Figure 1. Supply network (run 1).
Pins as bars on the die edge. Tap cells in gray.
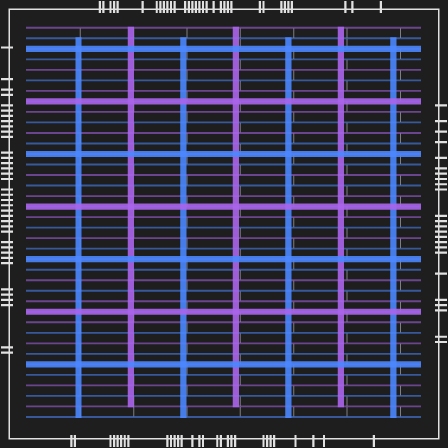
Figure 2. Clock wires, drivers and flops (run 1).
Scale bar: 20 um.
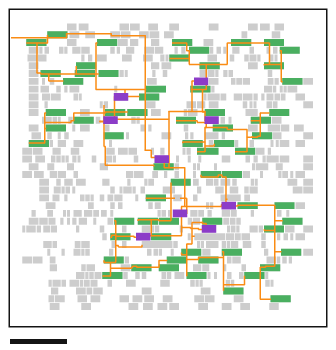
Figure 3. Cells colored by class (run 1).
Scale bar: 20 um.
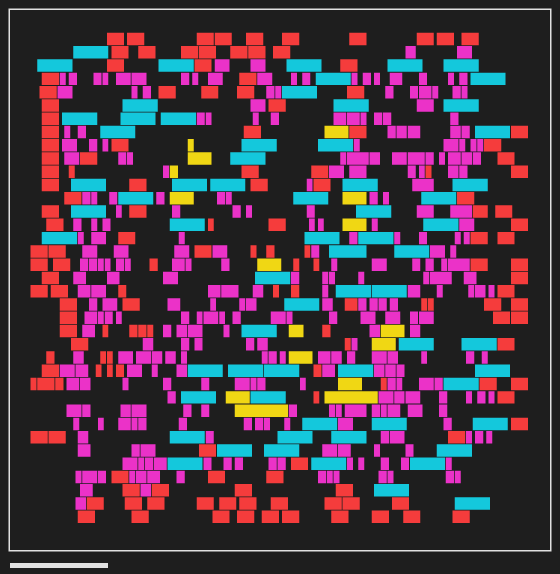
Figure 4. The clock network (run 1).
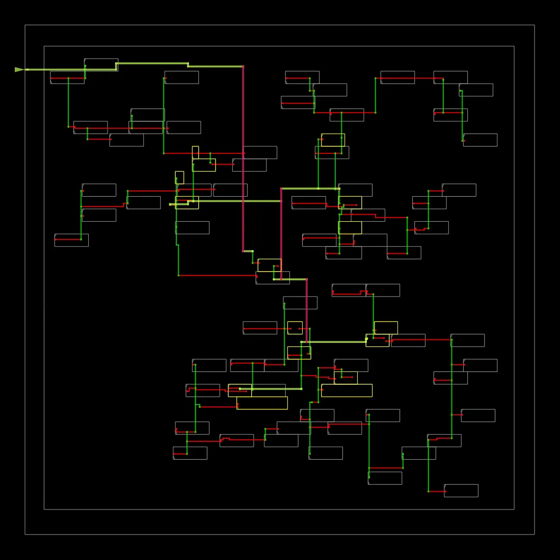
File: config.mk
export PLATFORM = sky130hd
export DESIGN_NAME = instr_encoder_loader_flat
export DESIGN_NICKNAME = d
export VERILOG_FILES = /design/src/rtl/instr_encoder_loader_if.sv /design/src/rtl/instr_encoder_loader.sv /design/src/flat_wrapper.sv
export SDC_FILE = /design/constraint.sdc
export NUM_CORES = 1
export LEC_CHECK = 0
export CAP_MARGIN = 40
export CELL_PAD_IN_SITES_DETAIL_PLACEMENT = 0
export CELL_PAD_IN_SITES_GLOBAL_PLACEMENT = 1
export CORE_MARGIN = 4
export CORE_UTILIZATION = 31
export DETAILED_ROUTE_END_ITERATION = 12
export GPL_TIMING_DRIVEN = 0
export PLACE_DENSITY_LB_ADDON = 0.1
export SKIP_LAST_GASP = 1
export SLEW_MARGIN = 20
export SYNTH_ARGS = -nofsm -noshare
export SYNTH_HDL_FRONTEND = slang
export SYNTH_SLANG_ARGS = --single-unit
File: constraint.sdc
create_clock -name clk -period 2.2 [get_ports clk]
set_input_delay 0.33 -clock clk [delete_from_list [all_inputs] [get_ports clk]]
set_output_delay 0.33 -clock clk [all_outputs]
set_load 0.02 [all_outputs]
File: src/rtl/instr_encoder_loader_if.sv
// rtl/instr_encoder_loader_if.sv - field-bundle stream and IM write port bundle
interface instr_encoder_loader_if #(
    parameter int ADDR_W = 10
);
    logic              in_valid;
    logic              in_ready;
    logic              in_last;
    logic [3:0]        in_op;
    logic [4:0]        in_rs;
    logic [4:0]        in_rt;
    logic [4:0]        in_rd;
    logic [4:0]        in_shamt;
    logic [25:0]       in_imm;
    logic              im_we;
    logic              im_ready;
    logic [ADDR_W-1:0] im_addr;
    logic [31:0]       im_wdata;

    modport master (
        output in_valid, in_last, in_op, in_rs, in_rt, in_rd, in_shamt, in_imm, im_ready,
        input  in_ready, im_we, im_addr, im_wdata
    );

    modport slave (
        input  in_valid, in_last, in_op, in_rs, in_rt, in_rd, in_shamt, in_imm, im_ready,
        output in_ready, im_we, im_addr, im_wdata
    );
endinterface

File: src/rtl/instr_encoder_loader.sv
// rtl/instr_encoder_loader.sv - encodes MIPS field bundles and streams the words into IM
module instr_encoder_loader #(
    parameter int ADDR_W = 10
) (
    input  logic                      clk,
    input  logic                      reset,
    input  logic                      start,
    input  logic [ADDR_W-1:0]         base_addr,
    instr_encoder_loader_if.slave     bus,
    output logic                      busy,
    output logic                      done,
    output logic [ADDR_W:0]           count
);
    typedef enum logic [1:0] {
        IDLE  = 2'd0,
        LOAD  = 2'd1,
        DRAIN = 2'd2,
        DONE  = 2'd3
    } state_t;

    state_t            state_q, state_d;
    logic [ADDR_W-1:0] ptr_q, ptr_d;
    logic [ADDR_W:0]   count_q, count_d;
    logic              im_we_q, im_we_d;
    logic [ADDR_W-1:0] im_addr_q, im_addr_d;
    logic [31:0]       im_wdata_q, im_wdata_d;
    logic              in_ready_c;
    logic              accept;
    logic              wr_done;

    // Fields not used by a mnemonic are forced to zero so stray bundle bits never leak into the word.
    function automatic logic [31:0] encode(
        input logic [3:0]  op,
        input logic [4:0]  rs,
        input logic [4:0]  rt,
        input logic [4:0]  rd,
        input logic [4:0]  sh,
        input logic [25:0] imm
    );
        logic [15:0] i16;
        logic [31:0] w;
        i16 = imm[15:0];
        case (op)
            4'd0:    w = {6'b000000, rs, rt, rd, 5'd0, 6'b100000};
            4'd1:    w = {6'b000000, rs, rt, rd, 5'd0, 6'b100010};
            4'd2:    w = {6'b000000, rs, rt, rd, 5'd0, 6'b100110};
            4'd3:    w = {6'b000000, rs, 5'd0, 5'd0, 5'd0, 6'b001000};
            4'd4:    w = {6'b000000, rs, 5'd0, rd, 5'd0, 6'b001001};
            4'd5:    w = {6'b000000, 5'd0, rt, rd, sh, 6'b000000};
            4'd6:    w = {6'b001101, rs, rt, i16};
            4'd7:    w = {6'b100011, rs, rt, i16};
            4'd8:    w = {6'b101011, rs, rt, i16};
            4'd9:    w = {6'b000100, rs, rt, i16};
            4'd10:   w = {6'b001111, 5'd0, rt, i16};
            4'd11:   w = {6'b000011, imm};
            4'd12:   w = {6'b000010, imm};
            4'd13:   w = {6'b100000, rs, rt, i16};
            4'd14:   w = {6'b000111, rs, 5'd0, i16};
            default: w = {6'b110111, rs, rt, i16};
        endcase
        return w;
    endfunction

    always_comb begin
        state_d    = state_q;
        ptr_d      = ptr_q;
        count_d    = count_q;
        im_we_d    = im_we_q;
        im_addr_d  = im_addr_q;
        im_wdata_d = im_wdata_q;

        in_ready_c = (state_q == LOAD) && (!im_we_q || bus.im_ready);
        accept     = bus.in_valid && in_ready_c;
        wr_done    = im_we_q && bus.im_ready;

        if (wr_done) begin
            im_we_d = 1'b0;
            if (count_q != '1) begin
                count_d = count_q + (ADDR_W+1)'(1);
            end
        end

        // ptr always holds the address the next accepted word will take.
        if (accept) begin
            im_we_d    = 1'b1;
            im_addr_d  = ptr_q;
            im_wdata_d = encode(bus.in_op, bus.in_rs, bus.in_rt, bus.in_rd, bus.in_shamt, bus.in_imm);
            ptr_d      = ptr_q + ADDR_W'(1);
        end

        case (state_q)
            IDLE: begin
                if (start) begin
                    state_d = LOAD;
                    ptr_d   = base_addr;
                    count_d = '0;
                end
            end
            LOAD: begin
                if (accept && bus.in_last) begin
                    state_d = DRAIN;
                end
            end
            DRAIN: begin
                if (wr_done) begin
                    state_d = DONE;
                end
            end
            default: state_d = IDLE;
        endcase
    end

    always_ff @(posedge clk) begin
        if (!reset) begin
            state_q    <= IDLE;
            ptr_q      <= '0;
            count_q    <= '0;
            im_we_q    <= 1'b0;
            im_addr_q  <= '0;
            im_wdata_q <= '0;
        end else begin
            state_q    <= state_d;
            ptr_q      <= ptr_d;
            count_q    <= count_d;
            im_we_q    <= im_we_d;
            im_addr_q  <= im_addr_d;
            im_wdata_q <= im_wdata_d;
        end
    end

    assign bus.in_ready = in_ready_c;
    assign bus.im_we    = im_we_q;
    assign bus.im_addr  = im_addr_q;
    assign bus.im_wdata = im_wdata_q;
    assign busy         = (state_q != IDLE);
    assign done         = (state_q == DONE);
    assign count        = count_q;
endmodule
File: src/flat_wrapper.sv
// flat-port wrapper written by rule: the top's interface ports become plain ports
module instr_encoder_loader_flat 
#(
    parameter int ADDR_W = 10
)
  (clk, reset, start, base_addr, busy, done, count, bus_in_valid, bus_in_last, bus_in_op, bus_in_rs, bus_in_rt, bus_in_rd, bus_in_shamt, bus_in_imm, bus_im_ready, bus_in_ready, bus_im_we, bus_im_addr, bus_im_wdata);
  instr_encoder_loader_if #(.ADDR_W(ADDR_W)) bus_i ();
  input  logic clk;
  input  logic reset;
  input  logic start;
  input  logic [ADDR_W-1:0] base_addr;
  output logic busy;
  output logic done;
  output logic [ADDR_W:0] count;
  input wire logic [$bits(bus_i.in_valid)-1:0] bus_in_valid;
  input wire logic [$bits(bus_i.in_last)-1:0] bus_in_last;
  input wire logic [$bits(bus_i.in_op)-1:0] bus_in_op;
  input wire logic [$bits(bus_i.in_rs)-1:0] bus_in_rs;
  input wire logic [$bits(bus_i.in_rt)-1:0] bus_in_rt;
  input wire logic [$bits(bus_i.in_rd)-1:0] bus_in_rd;
  input wire logic [$bits(bus_i.in_shamt)-1:0] bus_in_shamt;
  input wire logic [$bits(bus_i.in_imm)-1:0] bus_in_imm;
  input wire logic [$bits(bus_i.im_ready)-1:0] bus_im_ready;
  output wire logic [$bits(bus_i.in_ready)-1:0] bus_in_ready;
  output wire logic [$bits(bus_i.im_we)-1:0] bus_im_we;
  output wire logic [$bits(bus_i.im_addr)-1:0] bus_im_addr;
  output wire logic [$bits(bus_i.im_wdata)-1:0] bus_im_wdata;
  assign bus_i.in_valid = bus_in_valid;
  assign bus_i.in_last = bus_in_last;
  assign bus_i.in_op = bus_in_op;
  assign bus_i.in_rs = bus_in_rs;
  assign bus_i.in_rt = bus_in_rt;
  assign bus_i.in_rd = bus_in_rd;
  assign bus_i.in_shamt = bus_in_shamt;
  assign bus_i.in_imm = bus_in_imm;
  assign bus_i.im_ready = bus_im_ready;
  assign bus_in_ready = bus_i.in_ready;
  assign bus_im_we = bus_i.im_we;
  assign bus_im_addr = bus_i.im_addr;
  assign bus_im_wdata = bus_i.im_wdata;
  instr_encoder_loader #(.ADDR_W(ADDR_W)) u_core (.clk(clk), .reset(reset), .start(start), .base_addr(base_addr), .bus(bus_i), .busy(busy), .done(done), .count(count));
endmodule
==> summary.txt, run 1 <==
The flow run is done. Routing resource usage on met1 recorded by global route was 21.7%. TritonCTS built the clock tree. The critical path maximum fanout is 10. STA on the placed design reports a worst setup slack of -0.164 ns. The worst-case IR drop observed on VDD is 381 uV.

Remaining routing DRC violations landed at 0. For reference, the top logic cell family by area is AND-OR/OR-AND gates. Detailed-route wire length per cell landed at 15.7 um.

The first global-routing pass estimated 17.6 mm of wire. The flow reports that sequential cells draw 37.7% of the design power. The report puts the hold buffer count at CTS at 0.

Post-synth the commonest register cell is sky130_fd_sc_hd__dfxtp_1. In this run the horizontal extent of the chip is 111 um. Global routing consumed, on the met3 layer, 5.19% of the routing resources. Routed length on met1 landed at 5.01 mm. Setup repair after global routing left no endpoint under its margin. Buffer levels on the longest clock path landed at 2. OpenROAD warning count landed at 29.

Area share of the largest cell type after synthesis landed at 40.4%. The clock network burns 28.1% of the power. The warning tally printed by Yosys for this design is 0. Area fraction in and, or, nand and nor cells after synthesis landed at 20.5%. Share of the synthesized netlist area taken by xor and xnor gates landed at 2.95%.

After synthesis, the cell types taking the most area are sky130_fd_sc_hd__dfxtp_1 40%, sky130_fd_sc_hd__o21ai_0 6.3%, sky130_fd_sc_hd__a21oi_1 6.0%, sky130_fd_sc_hd__nand2_1 6.0%, sky130_fd_sc_hd__a221oi_1 5.4%. After detailed placement, the total cell area comes to 4640 um^2. Yosys reported that registers with async set or reset make up 0%. Die boundary height landed at 111 um. In this run the maximum-capacitance check reported violations numbering 0. The finished cells cover 4870 um^2. Switching share of power landed at 33.7%. For this run, the share of the core covered by cells in the final layout is 47.4%. In this design, the stage delay of the slowest critical-path cell is 0.61 ns. Core utilization at floorplan landed at 31.8%. Among logic cells in the layout, the one with the most instances is sky130_fd_sc_hd__clkdlybuf4s50_1.

Highest attainable clock frequency landed at 472 MHz. In the final report, the number of hold violations comes to 0. Looking at the reg2reg group, the worst path ends at u_core.bus.im_wdata[8]$_SDFFE_PN0N_. The cell-mix breakdown from Yosys lists the compound-gate area share as 28.2%. Largest net degree at the start of global routing landed at 12. Detailed-route vias per instance landed at 5.13. Cell count after synthesis landed at 413.

Distinct cell type count after synthesis landed at 48. Post-route worst hold slack landed at 0.455 ns. Number of cells on the worst reg-to-reg path landed at 8. Clock transition at the register clock pins on the worst setup and hold paths after CTS landed at 0.07 ns. Post-CTS repair ended up resizing 2 cells. By instance count, the leading cell after synthesis is sky130_fd_sc_hd__dfxtp_1.

The layer flagged by global routing as most heavily used is met2. Cell count after placement landed at 669. Core area landed at 10,300 um^2.

Buffers added to address setup during post-CTS repair amount to 0. Final-layout setup total negative slack landed at 0 ns. Per the synth log, the flip-flop and latch total comes to 66.

The final critical path takes up 96.3% of the cycle. Required time of the critical path landed at 1.87 ns. The largest individual stage delay along the critical path comes from the cell sky130_fd_sc_hd__clkdlybuf4s50_1. The analysis attributes to cell leakage a power of 1.72 nW. The worst setup path is captured at a primary output. Detailed routing inserted a total of 3,511 vias. The worst-case reg-to-reg setup slack stands at 0.20 ns. Summing the sequential cell areas from Yosys gives 40.4% of the chip area. The flow ran to the end, and the final reports show no timing, DRC or antenna violations. Cell area after synthesis landed at 3270 um^2.

The timing report lists the critical path depth as 4 cells. Signal nets in the final route climb as high as met4. Power per unit of standard cell area landed at 847 nW/um^2. Violation count after the first detailed-routing iteration landed at 143. Following the worst setup path forward leads to its endpoint at bus_in_ready. The final antenna diode tally reported by the flow is 0. Wire segments on met3 add up to 620 um in the final route. Final critical-path setup slack landed at 0.0808 ns. Of the total power, combinational logic draws 34.2%. Per the CTS log, the root buffer master is sky130_fd_sc_hd__clkbuf_8. For this run, the detailed router's first-pass iteration total came to 4. According to the floorplan log, the row count is 37. The placement summary gives the final routability congestion estimate as 0.795.
## Picture notes: Figure 1
Key: purple = VDD; blue = VSS
136 tap cells. 7 straps on met5. 123 signal pins sit on the boundary.

## Picture notes: Figure 2
Key: purple = clock drivers [count 9]; green = flip-flops [count 66]; orange = clock wires [length 918 um]
Position of the flops: widely spread.
Late-Pin Clk Latency: 0.33 ns
clock distribution power: 0.00116 W
Post-Route Skew: 0.00748 ns

## Picture notes: Figure 3
Key: cyan = flops [cells 66, share of their area 28%]; magenta = combinational and other logic [cells 315, share of their area 39%]; red = other buffers and delay cells [cells 152, share of their area 28%]; yellow = clock drivers and dummy loads [cells 16, share of their area 4.9%]

## Picture notes: Figure 4
Num Clock Sinks: 66
TritonCTS buffer count: 9
number of sequential cells: 66
clock buffer instance count of the final layout: 12

==> run 1: registers in the layout, summed over array words and instances (netlist names) <==
register / count
u_core.bus.im_wdata: 32
u_core.count: 11
u_core.bus.im_addr: 10
u_core.ptr_q: 10
u_core.state_q: 2
u_core.bus.im_we: 1
==> run 1: cell type report <==
class,instances,area [um^2]
clock inverters,4,73.8
flip-flops and latches,66,1320
well taps,136,170
fillers,1073,5400
clock buffers,12,155
repair buffers,120,1200
plain buffers,32,138
inverters,8,30.0
multi-input cells,307,1780
==> run 1: power by group through the flow <==
stage                     combinational, W  sequential, W  clock [W]
after detailed placement           0.00142        0.00158          0
after global routing               0.00155        0.00158    0.00125
final                              0.00141        0.00155    0.00116
after global placement             0.00141        0.00158          0
after floorplan                   0.000628        0.00171          0
after CTS                          0.00143        0.00156    0.00119
## Run 2: what changed since run 1
--- a/config.mk
+++ b/config.mk
@@ -9,7 +9,7 @@
 export CELL_PAD_IN_SITES_DETAIL_PLACEMENT = 0
 export CELL_PAD_IN_SITES_GLOBAL_PLACEMENT = 1
 export CORE_MARGIN = 4
-export CORE_UTILIZATION = 31
+export CORE_UTILIZATION = 28
 export DETAILED_ROUTE_END_ITERATION = 12
 export GPL_TIMING_DRIVEN = 0
 export PLACE_DENSITY_LB_ADDON = 0.1
==> constraint.sdc (replaced) <==
create_clock -name clk -period 1.9 [get_ports clk]
set_input_delay 0.285 -clock clk [delete_from_list [all_inputs] [get_ports clk]]
set_output_delay 0.285 -clock clk [all_outputs]
set_load 0.02 [all_outputs]
==> run 2 against run 1 <==
Against the previous run: clock power up 54%; final area is 3.7% higher; critical path depth is the same; sequential share of layout area is 0.96 points lower; hold slack got worse by 0.0014 ns; critical endpoint unchanged; combinational power is about 20% higher; sequential power rose by 17%; flip-flop count stayed put; count of clock-buffer cells in the layout fell by 3; cell count increased by 0.73%; global-route usage decreased by 0.13 points; critical path type unchanged; via count up 0.43%.
==> summary.txt, run 2 <==
The flow run is done. For reference, the post-synthesis area per instance comes to 7.91 um^2. Violation count after the first detailed-routing iteration landed at 168. Multi-input combinational cells in the finished layout were counted as 307. The floorplan has 39 rows. Final wirelength landed at 11.5 mm. The filler cells instantiated in the layout total 1,189. Sequential fraction of the synthesis area landed at 40.4%.

The area recorded from the Yosys report for this design is 3270 um^2. Setup repair after global routing left no endpoint under its margin. Global routing put the most usage on met2. Total area of multi-input combinational cells landed at 1850 um^2. The final timing summary puts the cycle share of the worst path at 94.5%. Clock insertion delay at the later pin of the skew report landed at 0.33 ns.

Fraction of layout cells with a size suffix above 1 landed at 8.59%. Met1 demand-to-capacity share in global routing landed at 21.4%. Per the layout area report, the combinational fraction of cell area is 36.7%. Post-cts resize count landed at 6. Die boundary height landed at 116 um. The most critical min-delay path falls under flop to flop. The largest individual stage delay along the critical path comes from the cell sky130_fd_sc_hd__dfxtp_2.

TritonCTS sink count landed at 66. Clock-cell share of area landed at 6.32%. The post-CTS hold buffer count recorded in the log is 0.

Distinct cell type count after synthesis landed at 48. Core area landed at 11,400 um^2. Total power of the final layout landed at 0.00528 W. Routed length on met1 landed at 5.09 mm. The most common logic cells in the final layout are 117 x sky130_fd_sc_hd__clkdlybuf4s50_1, 65 x sky130_fd_sc_hd__dfxtp_1, 51 x sky130_fd_sc_hd__nand2_1, 41 x sky130_fd_sc_hd__o21ai_0, 39 x sky130_fd_sc_hd__a21oi_1. Ranked by total area, the top cell class in this layout is combinational gates.

For this floorplan the total number of well-tap instances is 143. The DRC violation total left in the routed layout is recorded as 0. Clock buffers in the final layout number 9. In this run the cell area measured after placement is 4650 um^2. The die is 116 um wide.

TritonCTS built the clock tree. Number of nets with antenna violations after detailed routing landed at 0. Max capacitance violation total landed at 0. The H-tree generated during clock tree synthesis spans 3 levels. Per report_power, the top consumer among the power groups is sequential cells. Traced cell by cell, the critical path runs through nor2b_2, buf_4, nor2b_1, dlygate4sd2_1. Total of endpoints with negative setup slack in the final report landed at 0. Worst-case setup slack after placement landed at -0.355 ns. For this run, the slowest stage of the critical path takes 0.39 ns. The tool warning count for the run is 30. Largest net degree at the start of global routing landed at 20.

Die area landed at 13,500 um^2. In the setup report, the worst path falls into the class flop to primary output. The number of nets handed over by synthesis was 485. For this block, the via count after detailed routing is 3,526. Once synthesis finished, the tally of register bits stood at 66. The detailed router used layers up to and including met4. Inverter count landed at 8. TritonCTS created 9 clock buffers. The highest clock rate this design can be run at is 557 MHz. Net switching is 33.3% of the power. Slew at the pin with the worst max-slew slack landed at 0.736 ns.

Final critical-path setup slack landed at 0.105 ns. Wire segments on met2 add up to 5.60 mm in the final route. Sorting the synthesized cells by area gives the leading types as sky130_fd_sc_hd__dfxtp_1 40%, sky130_fd_sc_hd__o21ai_0 6.3%, sky130_fd_sc_hd__a21oi_1 6.0%, sky130_fd_sc_hd__nand2_1 6.0%, sky130_fd_sc_hd__a221oi_1 5.4%. Sum of net half-perimeters after detailed placement landed at 8.51 mm. On met2, the global router reports a usage of 28.7%. Portion of total power attributed to combinational logic landed at 32.0%.

Via count of the first global-routing pass landed at 3,510. Counting pins that exceed their max-slew limit in the final report gives 0. Sequential cells account for 34.2% of the total power. Iteration count of the initial detailed-routing pass landed at 4. For this run, the number of Yosys warnings is 0. Recorded from the global router log, the overflow total was 0. Clock distribution power landed at 0.00179 W. Dividing the detail-routed via count by the number of cells gives 5.11. For this run, the leading register cell type out of synthesis is sky130_fd_sc_hd__dfxtp_1. Summed over all instances, the cell type with the most area after synthesis is sky130_fd_sc_hd__dfxtp_1. Number of endpoints with negative hold slack in the final report landed at 0. Worst relative slew slack landed at 50.7%.

Detailed-route wire length per cell landed at 16.7 um. Clock transition at the register clock pins on the worst setup and hold paths after CTS landed at 0.06 ns. In the detailed route, the total length drawn on met3 is 745 um. The number of sequential cells reported for the layout is 66. The report shows a maximum critical-path fanout of 10. Area share of the largest cell type after synthesis landed at 40.4%. For reference, compound AND-OR and OR-AND cells occupy 28.2% of the area reported after synthesis. Sorting the synthesis cell report by count puts at the top sky130_fd_sc_hd__dfxtp_1. Per the repair_timing log after CTS, setup buffers inserted total 0.

The clock passes through at most 2 buffers. Post-route worst hold slack landed at 0.454 ns. Cell internal power dissipation landed at 0.00352 W. Portion of the layout cell area used by non-clock buffers landed at 26.7%. STA classifies the critical path endpoint as a primary output. In this run, the synthesized area fraction spent on and/or/nand/nor cells is recorded as 20.5%. Per report_power, the Combinational row totals 0.00169 W. Fraction of met3 tracks used by global routing landed at 4.54%.

Switching power landed at 0.00176 W. Non-clock buffer total of the final layout landed at 150. In this run the tool buffered the top-level ports with 120 buffer cells.

Final instance area landed at 5050 um^2. In this run the layout overhead on the synthesized area is reported as 54.6%. The synthesized netlist devotes 2.95% of its cell area to XOR and XNOR gates. After synthesis, the share of cell area in mux cells is 0.613%. Cell count after synthesis landed at 413.

According to the timing report, the data required time at the worst endpoint equals 1.62 ns. The run finished with clean final reports. The first global-routing pass estimated 18.2 mm of wire.

The smallest clock period supported by the final layout is computed as 1.79 ns. On the final layout, the worst clock skew is 0.00713 ns. In this run the clock root is driven by a sky130_fd_sc_hd__clkbuf_16. For this design the ratio of total power to cell area is 1050 nW/um^2.

Core utilization at floorplan landed at 28.6%. Among cell families on the critical path, the largest total delay comes from buffers and inverters. Final-layout setup total negative slack landed at 0 ns. Power attributed to sequential cells landed at 0.00181 W.

The layout report gives the register share of total cell area as 26.2%. Worst-case vdd ir drop landed at 560 uV. The synthesized netlist occupies a cell area of 3270 um^2.

The congestion estimate from routability-driven global placement came to 0.771. The analysis attributes to cell leakage a power of 1.81 nW. Leaving out fill and tap cells, the most frequent cell in the layout is sky130_fd_sc_hd__clkdlybuf4s50_1. Cell count after placement landed at 676. The finished layout holds 690 standard cells, fillers aside. The register with the most flip-flops in the layout has 32 of them. The synthesis run shows the most used standard cells to be 66 x sky130_fd_sc_hd__dfxtp_1, 52 x sky130_fd_sc_hd__nand2_1, 41 x sky130_fd_sc_hd__o21ai_0. Core utilization of the finished layout landed at 44.2%. Per the layout area report, the register area comes to 1320 um^2. After synthesis, the largest family of logic cells by area is AND-OR/OR-AND gates. Clock network fraction of total power landed at 33.8%.

Share of async-settable or async-resettable flops after synthesis landed at 0%. The number of antenna diodes in the final layout is 0.
==> run 2: cell counts after synthesis <==
No cell type changed its count.
==> run 2: path summary, 6_finish.rpt <==
path / start / to / slack (ns) / depth (start not counted)
worst max-delay path: u_core.bus.im_we$_SDFFE_PN0P_ / bus_in_ready / 0.11 / 4
worst min-delay path: u_core.bus.im_wdata[3]$_SDFFE_PN0N_ / u_core.bus.im_wdata[3]$_SDFFE_PN0N_ / 0.45 / 2
worst max register to register: u_core.state_q[0]$_SDFFE_PN0P_ / u_core.bus.im_wdata[8]$_SDFFE_PN0N_ / 0.14 / 7
worst min register to register: u_core.bus.im_wdata[3]$_SDFFE_PN0N_ / u_core.bus.im_wdata[3]$_SDFFE_PN0N_ / 0.45 / 2
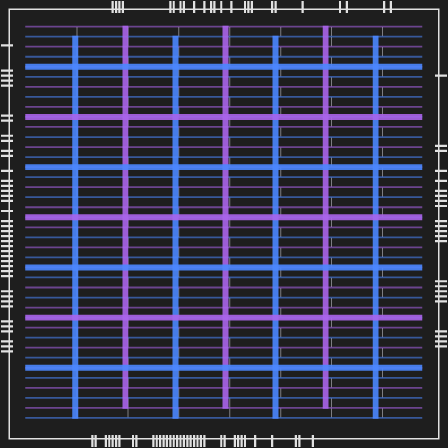
Figure 5: run 2, supply network.
Pins as bars on the die edge. Tap cells in gray.
Key: blue = VSS; purple = VDD
7 straps on met5. The core has 39 rows. 40 met1 rails follow the rows.

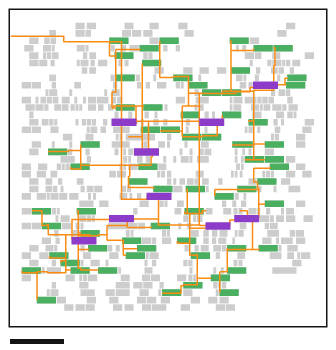
Figure 6: run 2, clock wires, drivers and flops.
Scale bar: 20 um.
Key: purple = clock drivers [count 9]; orange = clock wires [length 1,050 um]; green = flip-flops [count 66]
There are 10 routed clock nets. Position of the flops: widely spread.

## Run 3: what changed since run 2
--- a/config.mk
+++ b/config.mk
@@ -8,6 +8,7 @@
 export CAP_MARGIN = 40
 export CELL_PAD_IN_SITES_DETAIL_PLACEMENT = 0
 export CELL_PAD_IN_SITES_GLOBAL_PLACEMENT = 1
+export CORE_ASPECT_RATIO = 0.5
 export CORE_MARGIN = 4
 export CORE_UTILIZATION = 28
 export DETAILED_ROUTE_END_ITERATION = 12
==> run 3 against run 2 <==
Against the previous run: total power fell by 4.4%; combinational power about the same; area after synthesis is the same; highest routed layer unchanged; sequential power about the same; core utilization rose by 0.82 points; via count shrank 1.5%; clock power fell by about 10%; first-iteration DRC count is 8.9% higher; largest cell class unchanged; count of clock-buffer cells in the layout up 1; non-clock buffer count rose by 1; final area fell by 0.25%; fmax decreased by 1.4%.
==> summary.txt, run 3 <==
The flow run is done. Looking at the clock tree report, the root buffer type is sky130_fd_sc_hd__clkbuf_16. For the final routed database, the setup TNS stands at 0 ns. During tapcell insertion the tool placed 159 well taps. Looking at the critical path, the single cell with the biggest stage delay is sky130_fd_sc_hd__dfxtp_1.

The design has 66 sequential cells. The synthesized netlist has a Yosys-reported chip area of 3270 um^2. In this run the tightest slew margin relative to its limit is 58.0%. The synthesized netlist contains 48 unique library cells. Looking at the clock tree report, the H-tree level count equals 3.

Global routing usage on met2 landed at 26.3%. The post-placement cell area is 4670 um^2. OpenSTA lists the critical path startpoint as u_core.state_q[1]$_SDFFE_PN0P_. Number of fill cells in the layout landed at 1,151.

STA classifies the critical path endpoint as a flop. Number of logic gates landed at 307. Synthesis-to-finish area growth landed at 54.2%. Number of buffers added on ports landed at 120.

Tally of yosys warning messages landed at 0. The largest cell class by area is combinational gates. The register with the most flip-flops in the layout has 32 of them. For hold timing, the worst endpoint is u_core.bus.im_addr[1]$_SDFFE_PN0N_. Via count of the first global-routing pass landed at 3,499.

Final wirelength landed at 11.1 mm. Clock latency on the worst-skew pair, taken at its later pin, is 0.33 ns. Leaving out fill and tap cells, the most frequent cells in the layout are 117 x sky130_fd_sc_hd__clkdlybuf4s50_1, 65 x sky130_fd_sc_hd__dfxtp_1, 51 x sky130_fd_sc_hd__nand2_1, 41 x sky130_fd_sc_hd__o21ai_0, 39 x sky130_fd_sc_hd__a21oi_1. Counting the buffers created by CTS gives 9. The script computed a power per unit cell area of 1000 nW/um^2. Worst hold path cell count landed at 2. Final period demand of the worst path landed at 1.82 ns. The flow ran to the end, and the final reports show no timing, DRC or antenna violations.

In this run, power in the clock network comes to 0.00159 W. TritonCTS sink count landed at 66. Total via count in the routed design landed at 3,472. Total count of max-transition violations in the final report landed at 0. The clock arrives with 0.00543 ns of skew.

The final timing report gives a worst setup slack of 0.0807 ns. Traced cell by cell, the critical path runs through inv_1, ha_2, nand2_4, or2_4, buf_4, clkbuf_4, a221oi_1, nor2_1. Ranked by power, first place goes to sequential cells. Measured on the final layout, buffering overhead outside the clock network stands at 26.8%. Wire length of the first global-routing pass landed at 18.1 mm. Per the layout area report, the sequential fraction of cell area is 26.2%.

The repair_antennas step left the layout with diodes totalling 0. Met3 layer wire length in the routed design landed at 642 um. The critical path crosses 8 cells after its start point. Once layout is complete, the utilization of the core stands at 45.1%. Setup violations remaining at the end of the flow were counted as 0. Number of nets with antenna violations after detailed routing landed at 0. According to the hold report, the worst path is of the flop to flop type.

The critical path maximum fanout is 10. In the global route stage, met1 resource usage came out at 22.3%. Detailed-route wire length per cell landed at 15.7 um. Slew at the pin with the worst max-slew slack landed at 0.627 ns. Setup repair after global routing could not meet its margin everywhere. Routed signal wires occupy layers up through met4. Portion of total power attributed to combinational logic landed at 33.0%. In the post-synthesis netlist, the biggest area contributors are sky130_fd_sc_hd__dfxtp_1 40%, sky130_fd_sc_hd__o21ai_0 6.3%, sky130_fd_sc_hd__a21oi_1 6.0%, sky130_fd_sc_hd__nand2_1 6.0%, sky130_fd_sc_hd__a221oi_1 5.4%. sky130_fd_sc_hd__dfxtp_1 is the most common cell in the netlist. Post-route worst hold slack landed at 0.454 ns.

Per the synth stats, the flop cell with the highest instance count is sky130_fd_sc_hd__dfxtp_1. In the CTS report, the clock slew at the register clock pins of the worst setup and hold paths is listed as 0.06 ns. Die area landed at 13,600 um^2. Entering global routing, the biggest net connects 14 pins.

In the per-layer summary, the met1 wirelength comes to 5.45 mm. Per the OpenROAD power report, switching power amounts to 0.00174 W. The longest clock path from root to sink contains 2 buffers. Storage element area landed at 1320 um^2. The capture point of the critical path was reported as u_core.bus.im_wdata[9]$_SDFFE_PN0N_. Per the layout area report, the combinational gate area comes to 1850 um^2. Max capacitance violation total landed at 0. Remaining routing DRC violations landed at 0. Per the synthesis report, the dominant area consumer among library cells is sky130_fd_sc_hd__dfxtp_1.

Overflow left after global routing landed at 0. Detailed-route vias per instance landed at 4.91. Total power of the final layout landed at 0.00505 W.

Number of register bits inferred by synthesis landed at 66. Counting endpoints that fail hold in the final report gives 0. Looking at the setup timing report, the critical path kind is flop to flop. Combinational cell power landed at 0.00167 W. Highest attainable clock frequency landed at 550 MHz. The synthesized netlist handed to floorplanning was reported with a cell count of 413.

Summing over the stages, the warning tally comes to 31. Buffers added to address setup during post-CTS repair amount to 0. The longest incremental delay of any stage on the critical path is reported as 0.34 ns. Total nets after synthesis landed at 485. Area share of the largest cell type after synthesis landed at 40.4%. The switching portion of total power comes to 34.5%. Looking at the power breakdown, the clock network takes 31.4% of the total.

TritonCTS built the clock tree. For met3 alone, demand over resource in global routing was 5.10%. After synthesis, the most frequently instantiated cells are 66 x sky130_fd_sc_hd__dfxtp_1, 52 x sky130_fd_sc_hd__nand2_1, 41 x sky130_fd_sc_hd__o21ai_0.

In this run the critical register-to-register path is launched from u_core.state_q[1]$_SDFFE_PN0P_. Static leakage power landed at 1.81 nW. The mapped netlist covers 3270 um^2. Per the synth stats, the proportion of register bits with asynchronous set or reset is 0%. Sum of net half-perimeters after detailed placement landed at 8.40 mm. Post-synthesis average cell area landed at 7.91 um^2. Looking at hold timing, the worst path starts from u_core.bus.im_addr[1]$_SDFFE_PN0N_. OpenROAD reports that the post-layout worst path occupies 95.8% of the period. Iteration count of the initial detailed-routing pass landed at 5.

Cell count after placement landed at 692. The routed design uses 4.96 mm of met2 wire. Count of clock buffers in the final design landed at 10. Required time of the critical path landed at 2.11 ns.
## run 3: cells by family after synthesis
kind of cell               synth area share [%]
DFF                                        40.4
buffers and inverters                      5.05
muxes                                     0.613
adders and majority gates                  2.30
and+or+nand+nor                            20.5
xor gates and xnor gates                   2.95
AOI/OAI and AO/OA                          28.2
## run 3: worst register-to-register path, cell delays in order, from the launching register on
cell,delay [ns]
sky130_fd_sc_hd__dfxtp_1,0.34
sky130_fd_sc_hd__inv_1,0.09
sky130_fd_sc_hd__ha_2,0.21
sky130_fd_sc_hd__nand2_4,0.09
sky130_fd_sc_hd__or2_4,0.26
sky130_fd_sc_hd__buf_4,0.18
sky130_fd_sc_hd__clkbuf_4,0.21
sky130_fd_sc_hd__a221oi_1,0.25
sky130_fd_sc_hd__nor2_1,0.08
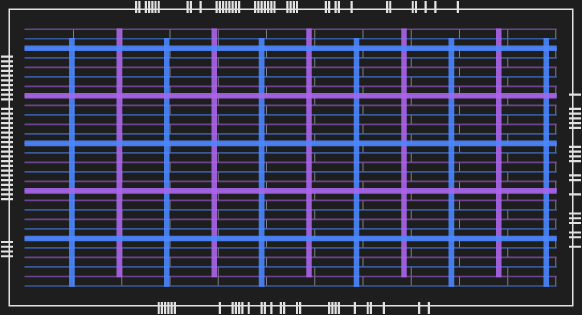
Figure 7: run 3, supply network.
Pins as bars on the die edge. Tap cells in gray.
Key: blue = VSS; purple = VDD
11 straps on met4. 159 tap cells. 28 met1 rails follow the rows. 5 straps on met5.
floorplan die width: 161 um
Std-Cell Core Area: 11,200 um^2
Peak supply drop: 406 uV
die outline height: 84.4 um

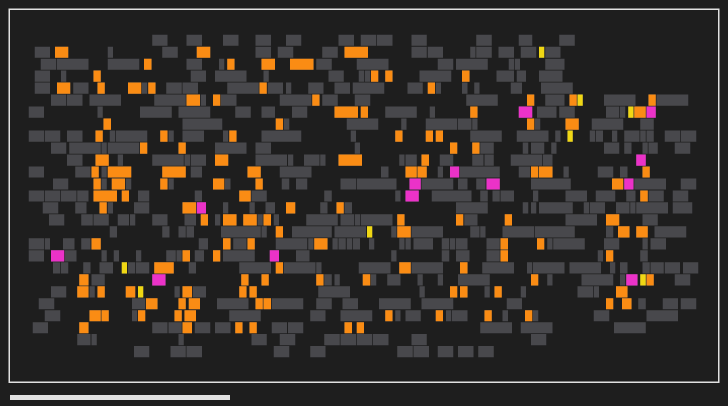
Figure 8: run 3, selected gate families.
Scale bar: 50 um.
Key: magenta = AND and OR gates [cells 13]; yellow = inverters [cells 8]; orange = inverting AOI/OAI gates [cells 133, where widely spread]
highest-count logic cell in the final layout: sky130_fd_sc_hd__clkdlybuf4s50_1
Final Instance Count excl. Fillers: 707
multi-input logic portion of the cell area: 36.7%

Power and IR drop assume default switching activity.
